File: config.mk
export PLATFORM = sky130hd
export DESIGN_NAME = debug_trace_capture
export DESIGN_NICKNAME = d
export VERILOG_FILES = /design/src/rtl/debug_trace_capture.sv
export SDC_FILE = /design/constraint.sdc
export NUM_CORES = 1
export LEC_CHECK = 0
export CAP_MARGIN = 25
export CORE_MARGIN = 5
export CORE_UTILIZATION = 55
export CTS_CLUSTER_SIZE = 30
export DETAILED_ROUTE_END_ITERATION = 10
export PLACE_DENSITY = 0.75
export SLEW_MARGIN = 10
export SYNTH_ARGS = -nofsm -noshare
export SYNTH_HDL_FRONTEND = slang
export SYNTH_SLANG_ARGS = --single-unit
File: constraint.sdc
create_clock -name clk -period 5 [get_ports clk]
set_clock_uncertainty 0.2 [all_clocks]
set_input_delay 0.75 -clock clk [delete_from_list [all_inputs] [get_ports clk]]
set_output_delay 0.75 -clock clk [all_outputs]
set_load 0.1 [all_outputs]
File: src/rtl/debug_trace_capture.sv
// Trace capture ring buffer for the SNN debug mux output: masked-compare trigger,
// programmable post-trigger length, oldest-first single-strobe readout.
module debug_trace_capture #(
  parameter int WIDTH  = 8,
  parameter int DEPTH  = 16,
  parameter int ADDR_W = 4
) (
  input  logic              clk,
  input  logic              rst,
  input  logic              arm,
  input  logic              sample_en,
  input  logic [WIDTH-1:0]  debug_in,
  input  logic [WIDTH-1:0]  trig_mask,
  input  logic [WIDTH-1:0]  trig_value,
  input  logic [ADDR_W-1:0] post_len,
  input  logic              rd_en,
  output logic [WIDTH-1:0]  rd_data,
  output logic              rd_valid,
  output logic              armed,
  output logic              triggered,
  output logic              done,
  output logic [ADDR_W:0]   sample_count,
  output logic [ADDR_W-1:0] trig_index
);

  typedef enum logic [1:0] {IDLE, ARMED, POST, DONE} state_t;

  localparam logic [ADDR_W:0] FULL = (ADDR_W+1)'(DEPTH);

  state_t             state;
  logic [WIDTH-1:0]   mem [DEPTH];
  logic [ADDR_W-1:0]  wr_ptr;
  logic [ADDR_W-1:0]  rd_ptr;
  logic [ADDR_W:0]    rd_cnt;
  logic [ADDR_W-1:0]  post_cnt;
  logic [ADDR_W-1:0]  post_len_q;

  logic               capturing;
  logic               store;
  logic               match;
  logic               finish;
  logic [ADDR_W:0]    cnt_next;
  logic [ADDR_W-1:0]  wr_next;
  logic [ADDR_W-1:0]  plen_sel;

  assign capturing = (state == ARMED) || (state == POST);
  assign store     = capturing && sample_en && !arm;
  assign match     = sample_en && (((debug_in ^ trig_value) & trig_mask) == '0);
  assign cnt_next  = (sample_count == FULL) ? sample_count : sample_count + 1'b1;
  assign wr_next   = wr_ptr + 1'b1;
  assign armed     = capturing;
  assign done      = (state == DONE);

  // The DONE bookkeeping uses the post-write count/pointer, so the final store
  // and the transition happen on the same edge.
  always_comb begin
    finish   = 1'b0;
    plen_sel = post_len_q;
    if (state == ARMED) begin
      plen_sel = post_len;
      finish   = match && (post_len == '0);
    end else if (state == POST) begin
      finish   = sample_en && (post_cnt == ADDR_W'(1));
    end
  end

  always_ff @(posedge clk) begin
    if (!rst && store) begin
      mem[wr_ptr] <= debug_in;
    end
  end

  always_ff @(posedge clk) begin
    if (rst) begin
      state        <= IDLE;
      wr_ptr       <= '0;
      rd_ptr       <= '0;
      rd_cnt       <= '0;
      post_cnt     <= '0;
      post_len_q   <= '0;
      sample_count <= '0;
      triggered    <= 1'b0;
      rd_valid     <= 1'b0;
      rd_data      <= '0;
      trig_index   <= '0;
    end else if (arm) begin
      state        <= ARMED;
      wr_ptr       <= '0;
      sample_count <= '0;
      triggered    <= 1'b0;
      rd_valid     <= 1'b0;
    end else begin
      rd_valid <= 1'b0;
      case (state)
        ARMED, POST: begin
          if (sample_en) begin
            wr_ptr       <= wr_next;
            sample_count <= cnt_next;
            if (state == ARMED) begin
              if (match) begin
                triggered  <= 1'b1;
                post_len_q <= post_len;
                post_cnt   <= post_len;
                state      <= POST;
              end
            end else begin
              post_cnt <= post_cnt - 1'b1;
            end
            if (finish) begin
              state      <= DONE;
              rd_ptr     <= (cnt_next == FULL) ? wr_next : '0;
              rd_cnt     <= cnt_next;
              trig_index <= cnt_next[ADDR_W-1:0] - 1'b1 - plen_sel;
            end
          end
        end
        DONE: begin
          if (rd_en && (rd_cnt != '0)) begin
            rd_data  <= mem[rd_ptr];
            rd_valid <= 1'b1;
            rd_ptr   <= rd_ptr + 1'b1;
            rd_cnt   <= rd_cnt - 1'b1;
          end
        end
        default: ;
      endcase
    end
  end

endmodule

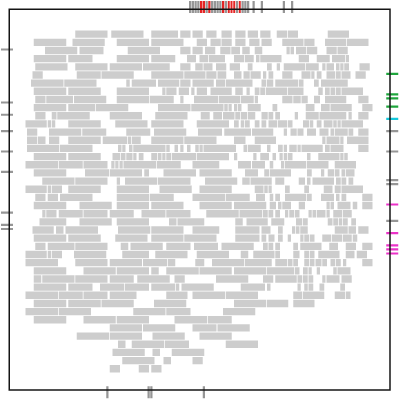
(images/pinout.png)
(3 px per um) Pins as bars across the die edge, other pins in gray.
sample_count: marked magenta, pins 5, direction output, edge right. trig_mask: marked red, pins 8, direction input, edge top. trig_index: marked green, pins 4, direction output, edge right. armed: marked cyan, pins 1, direction output, edge right.
All pins by edge: 26 top, 15 right, 9 left, 4 bottom.

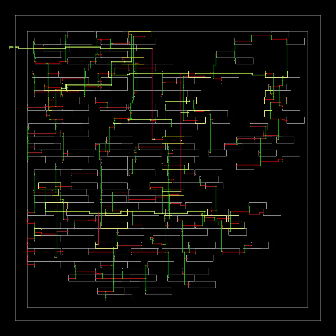
(images/clock_nets.png)
Latency at later pin: 0.42 ns
clk sinks: 170
P_clk: 1.30 mW

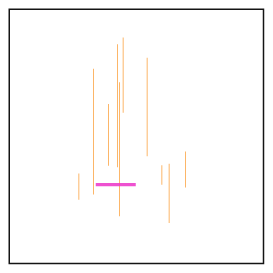
(images/layers.png)
(2 px per um) Only two layers are drawn.
M4: marked orange, wire length 377 um. M5: marked magenta, wire length 18.4 um.

report_power, final:
part / internal, mW / switching [mW]
combinational: 0.0751 / 0.0950
clock: 0.747 / 0.558
sequential: 1.52 / 0.0100
metrics by stage:
step	total power, mW	hold slack, ns
floorplan	1.65	0.253
global placement	1.73	0.250
detailed placement	1.73	0.269
CTS	3.03	0.278
global route	3.11	0.304
finish	3.00	0.281
worst register-to-register path, cell delays in order, from the launching register on:
cell and delay [ns]:
dfxtp_1 0.41, inv_1 0.07, ha_1 0.38, nor2b_1 0.38, nand2b_1 0.33, nor2_1 0.31, nand2_1 0.21, nor2_1 0.67
registers in the layout (all words and copies together) (netlist names):
signal	flops
rd_valid	1
sample_count	5
rd_ptr	4
wr_ptr	4
mem	128
rd_data	8
post_cnt	4
rd_cnt	5
triggered	1
state	2
trig_index	4
post_len_q	4
synth_stat cells (2+ instances only):
cell type  number
edfxtp_1      128
nor2_1         44
dfxtp_1        42
mux4_2         40
a21oi_1        29
nand2_1        26
o21ai_0        25
inv_1          22
ha_1           18
clkbuf_1       17
mux2i_1        15
nor3_1         15
nand3_1        14
xor2_1         13
xnor2_1         8
or3_1           6
buf_4           4
nand2b_1        4
a22oi_1         3
buf_1           3
a211oi_1        2
a311oi_1        2
a31oi_1         2
and3b_1         2
o22ai_1         2
o41ai_1         2
or4_1           2
kinds of logic (layout without fill, tap and decap cells):
group                      after synthesis  in the layout  share of synthesized area, %
adders and majority gates               19             19                          3.29
muxes                                   55             55                          14.1
xor gates and xnor gates                21             21                          2.47
AOI/OAI and AO/OA                       79             79                          6.47
DFF                                    170            170                          62.9
and+or+nand+nor                        125            125                          8.20
buffers and inverters                   47            119                          2.59
==> run summary <==
flow finished, numbers: Final WS setup=1.42 ns, M3 GR Usage=5.76%, r2r endpoint=mem[6][7], max cap viols=0, CP Depth=2, critical path data arrival time=2.63 ns, worst-path maximum fanout=17, Seq/total area=53.4%, drt wl/cell=21.7 um, Leading cell kind=registers, Synth Warn #=0, Bufs on Longest Clock Path=2, post-synth top area cell=edfxtp_1, Async SR Flop Fraction=0%, Nets=627, leakage=2.84 nW, inverters=22, clk_buf instances=18, final instance area=8770 um2, global route hottest layer=met2, floorplan net count=568, ys cells=516, hold crit path type=reg -> reg, share of cells above drive strength 1=15.6%, synthesized area per cell=14.4 um2, Worst Setup SP=state[0], Post-synth EDFFs=128, hold-fix buffers at CTS=0, RSZ-0062 raised after global routing=no, CP Buf/Inv Count=1, Syn-to-layout area delta=17.7%, IO Port Bufs=53, Max stage delay on crit path=1.25 ns, Final Hold Viols=0, Top Layout Cells=edfxtp_1, clkdlybuf4s50_1, nor2_1, dfxtp_1, mux4_2, GR Layer Usage met2=36.1%, # DRC=0, Top-area cell share=51.6%, # IOs=54, Yosys reg bits=170, DRT Wirelength=16600 um, starting density of the core=56.3%, register area share after synthesis=62.9%, Post-CTS Resized=0, Metal-1 WL=6730 um, Clock Network Area Fraction=6.72%, worst endpoint required time=4.05 ns, path depth of the worst reg2reg path=7, GPL Wtd Cong=0.845, logic share of the area=29.3%, antenna fix cells=0, Flop area=4690 um2, Die ar.=16000 um2, post-layout util=66.2%, Seq Cell Count=170, Post-Place Setup Slack=1.17 ns, setup bufs post-CTS=0, DR iter-0 viols=505, # rows=42, Fin Setup TNS=0 ns, VDD IR max=0.420 mV, Max Used Layer=met5, CTS H-tree depth=4, worst hold path cell count=2, outcome=completed, clock slew at reported path FFs=0.06 ns, antenna violations before repair=1, critical path endpoint=done, DP Area=8180 um2, YS chip area=7450 um2, DP Wirelength=11200 um, Comb gate area=2570 um2, startpoint types=flop, dpl cells=732, routed wl met2=8460 um, tool warnings=35, Top cell excl fill/tap=edfxtp_1, first-pass GRT wire length=25900 um, cycle use final=71.7%, Max-slew headroom=32.3%, total global-route track usage=21.4%
Power is estimated from default activity; no workload was simulated.
